===== config.mk =====
export PLATFORM = sky130hd
export DESIGN_NAME = id_ex_stage
export DESIGN_NICKNAME = d
export VERILOG_FILES = /design/src/rtl/id_ex_stage.sv
export SDC_FILE = /design/constraint.sdc
export NUM_CORES = 1
export LEC_CHECK = 0
export CAP_MARGIN = 25
export CORE_MARGIN = 1.5
export CORE_UTILIZATION = 40
export DETAILED_ROUTE_END_ITERATION = 10
export GPL_ROUTABILITY_DRIVEN = 1
export HOLD_SLACK_MARGIN = 0.02
export PLACE_DENSITY = 0.87
export SYNTH_ARGS = -nofsm -noshare
export SYNTH_HDL_FRONTEND = slang
export SYNTH_SLANG_ARGS = --single-unit

===== constraint.sdc =====
create_clock -name clk -period 2.55 [get_ports clk]
set_input_delay 0.51 -clock clk [delete_from_list [all_inputs] [get_ports clk]]
set_output_delay 0.51 -clock clk [all_outputs]
set_load 0.03 [all_outputs]

===== src/rtl/id_ex_stage.sv =====
// id_ex_stage: ID/EX pipeline register with EX/MEM and MEM/WB forwarding, load-use bubble and flush.
module id_ex_stage #(
    parameter int DW = 32,
    parameter int RW = 5
) (
    input  logic          clk,
    input  logic          rst_n,
    input  logic          id_valid,
    output logic          id_ready,
    input  logic [RW-1:0] id_rs,
    input  logic [RW-1:0] id_rt,
    input  logic [RW-1:0] id_rd,
    input  logic [DW-1:0] id_rd1,
    input  logic [DW-1:0] id_rd2,
    input  logic [DW-1:0] id_imm,
    input  logic          id_alusrc,
    input  logic [2:0]    id_op2,
    input  logic          id_regwrite,
    input  logic          id_memread,
    input  logic          flush,
    input  logic          ex_ready,
    input  logic          exm_regwrite,
    input  logic [RW-1:0] exm_rd,
    input  logic [DW-1:0] exm_result,
    input  logic          wb_regwrite,
    input  logic [RW-1:0] wb_rd,
    input  logic [DW-1:0] wb_data,
    output logic [DW-1:0] alu_a,
    output logic [DW-1:0] alu_b,
    output logic [2:0]    alu_op2,
    output logic          ex_valid,
    output logic [RW-1:0] ex_rd,
    output logic          ex_regwrite,
    output logic          ex_memread,
    output logic [DW-1:0] ex_store_data
);
    logic          valid_q, valid_d, alusrc_q, regwrite_q, memread_q, hazard, load;
    logic [RW-1:0] rs_q, rt_q, rd_q;
    logic [DW-1:0] rd1_q, rd2_q, rd1_d, rd2_d, imm_q, fwd_a, fwd_b;
    logic [2:0]    op2_q;

    function automatic logic [DW-1:0] fwd(input logic [RW-1:0] r, input logic [DW-1:0] v);
        return (exm_regwrite && exm_rd != '0 && exm_rd == r) ? exm_result :
               (wb_regwrite && wb_rd != '0 && wb_rd == r) ? wb_data : v;
    endfunction

    always_comb begin
        hazard  = valid_q & memread_q & regwrite_q & (rd_q != '0) & id_valid &
                  ((id_rs == rd_q) | (id_rt == rd_q));
        id_ready = flush | (ex_ready & ~hazard);
        load    = ~flush & ex_ready & ~hazard;
        valid_d = flush ? 1'b0 : !ex_ready ? valid_q : hazard ? 1'b0 : id_valid;
        // The register file may not yet hold a value being written back this cycle.
        rd1_d   = (wb_regwrite && wb_rd != '0 && wb_rd == id_rs) ? wb_data : id_rd1;
        rd2_d   = (wb_regwrite && wb_rd != '0 && wb_rd == id_rt) ? wb_data : id_rd2;
        fwd_a   = fwd(rs_q, rd1_q);
        fwd_b   = fwd(rt_q, rd2_q);
        alu_a         = valid_q ? fwd_a : '0;
        alu_b         = valid_q ? (alusrc_q ? imm_q : fwd_b) : '0;
        alu_op2       = valid_q ? op2_q : 3'd7;
        ex_valid      = valid_q;
        ex_rd         = rd_q;
        ex_regwrite   = valid_q & regwrite_q;
        ex_memread    = valid_q & memread_q;
        ex_store_data = fwd_b;
    end

    always_ff @(posedge clk or negedge rst_n) begin
        if (!rst_n) begin
            valid_q    <= 1'b0;
            rs_q       <= '0;
            rt_q       <= '0;
            rd_q       <= '0;
            rd1_q      <= '0;
            rd2_q      <= '0;
            imm_q      <= '0;
            alusrc_q   <= 1'b0;
            op2_q      <= 3'd7;
            regwrite_q <= 1'b0;
            memread_q  <= 1'b0;
        end else begin
            valid_q <= valid_d;
            if (load) begin
                rs_q       <= id_rs;
                rt_q       <= id_rt;
                rd_q       <= id_rd;
                rd1_q      <= rd1_d;
                rd2_q      <= rd2_d;
                imm_q      <= id_imm;
                alusrc_q   <= id_alusrc;
                op2_q      <= id_op2;
                regwrite_q <= id_regwrite;
                memread_q  <= id_memread;
            end
        end
    end
endmodule


**The metal 2 layer**

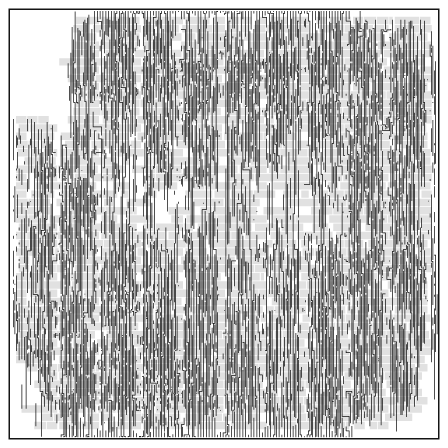
share of all routed wire: 48%
wire length on this layer: 21.4 mm
main direction: vertical
longest straight run: 64.7 um
nets with wire on the layer: 1,367

**M4 wires**

Bar = 50 um.
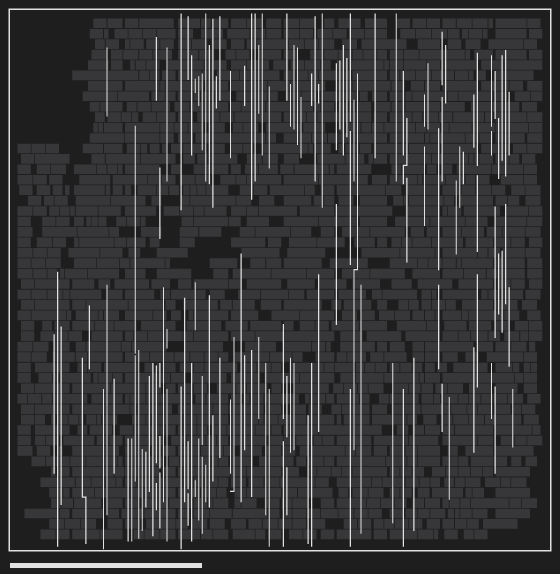
share of all routed wire: 8.5%
main direction: vertical
wire length on this layer: 3,790 um
nets with wire on the layer: 116
longest straight run: 71.4 um

==> Changelog: implementation <==
### Changed

- Run status: complete, but fails checks
- Failing checks: negative setup slack
- Final GP Congestion: 0.949
- Worst Tran Pin Value: about 0.59 ns
- IO Pins: 306
- Startpoint class of the critical path: flip-flop
- Syn nets: 974
- Max stage delay on crit path: between 0.4 and 0.5 ns
- Final-report setup violation count: 101
- Non-clock buffer share: 36.1%
- Synth cell types: 37
- Leak: 6.10 nW
- Worst hold path class: flip-flop to flip-flop
- N_taps: roughly 230
- Antenna cells: 2
- Final worst slack: -0.785 ns
- Clock transition at path regs: roughly 0.060 ns
- Inverters: 2
- Clock buffers: 22
- Syn Inst Count: 776
**Signal wires by layer**

Two of the layers only.
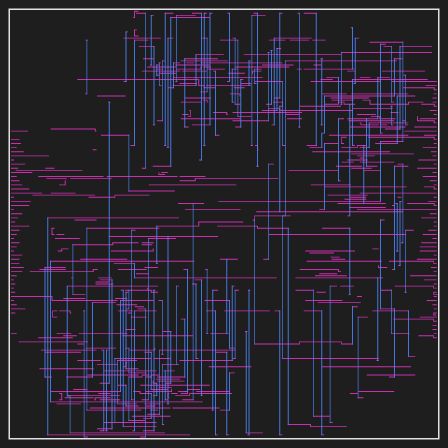
[met3] magenta | wire length: 4,040 um
[met4] blue | wire length: 3,790 um
routed length per instance: 29.8 um
GRT Resource Usage Total: 37.1%
vias post-DR: 9,643
DRT Wirelength: 44.5 mm

how the worst max path moves through the flow:
stage	from	to	slack, ns	depth (start not counted)
floorplan	wb_rd[2]	alu_b[30]	-0.18	6
global placement	wb_rd[3]	ex_store_data[17]	-1.16	8
detailed placement	wb_rd[3]	ex_store_data[13]	-1.22	8
CTS	rt_q[1]	alu_b[30]	-0.68	10
global route	rt_q[0]	alu_b[29]	-0.76	12
finish	rt_q[2]	alu_b[29]	-0.78	11
cells by family (layout without fill, tap and decap cells):
| kind of cell | after synthesis | after routing | synth area share, % |
|---|---|---|---|
| simple gates | 131 | 131 | 7.79 |
| mux | 181 | 181 | 24.7 |
| flops | 118 | 118 | 38.9 |
| compound gates | 230 | 230 | 19.2 |
| buf+inv | 76 | 554 | 4.76 |
| other cells | 0 | 2 | 0 |
| xor+xnor | 40 | 40 | 4.61 |
where the power goes:
group	internal [mW]	switching, mW
clock	1.55	0.957
sequential	2.12	0.251
combinational	1.61	1.64
worst register-to-register path: cells and delay by family (launching register included):
kind	cells	cell delay, ns
buffers and inverters	4	0.79
AND-OR/OR-AND	3	0.65
flip-flops	1	0.38
AND/OR/NAND/NOR	1	0.54
through the flow:
step	instances	instance area (sq um)	hold slack [ns]	utilization, %	TNS [ns]
2_1_floorplan	776	8610	0.214	-	-12.97
3_3_place_gp	1375	12600	0.459	67.6	-98.44
3_5_place_dp	1375	12600	0.459	67.6	-107.61
4_1_cts	1440	14500	0.502	77.8	-53.85
5_1_grt	1489	16100	0.533	86.5	-58.48
6_report	1490	16100	0.501	86.5	-54.77
registers in the layout, summed over array words and instances (netlist names):
name	count
rd2_q	32
alusrc_q	1
rt_q	5
memread_q	1
imm_q	32
rs_q	5
regwrite_q	1
op2_q	3
rd1_q	32
ex_valid	1
ex_rd	5
per-layer routing:
layer / vias to the layer above / part of all wire [%]
li1: 3838 / -
met3: 295 / 9.1
met2: 805 / 48
met4: 0 / 8.5
met1: 4705 / 34
met5: - / 0
cells in the final DEF (no fill, tap or decap), drive strengths merged, types with 6 or more instances in the layout:
cell and instances:
a21oi 64, a22oi 64, a32oi 31, buf 308
clkbuf 35, clkdlybuf4s50 191, dfrtp 115, mux2 53
mux2i 128, nand2 6, nand3 8, nor2 96
o21ai 65, xnor2 29, xor2 11
Yosys cell counts, drive strengths merged:
library cell / instances / area share [%]
mux2i: 128 / 17
dfrtp: 115 / 38
nor2: 96 / 4.7
o21ai: 65 / 4.3
a21oi: 64 / 4.2
a22oi: 64 / 6.3
mux2: 53 / 7.9
clkbuf: 46 / 2.3
a32oi: 31 / 3.6
xnor2: 29 / 3.3
buf: 28 / 2.4
xor2: 11 / 1.3
nand3: 8 / 0.53
nand2: 6 / 0.30
nor4: 5 / 0.74
or4: 5 / 0.49
and2: 3 / 0.25
dfstp: 3 / 1.0
nand2b: 3 / 0.25
inv: 2 / 0.099
a211oi: 1 / 0.26
a21o: 1 / 0.099
a41o: 1 / 0.13
and3: 1 / 0.082
nand4b: 1 / 0.12
nor2b: 1 / 0.082
nor3: 1 / 0.13
o2111a: 1 / 0.15
o211ai: 1 / 0.099
o22ai: 1 / 0.082
or3: 1 / 0.082
No activity file was given, so power comes from the tool's default toggle rates.
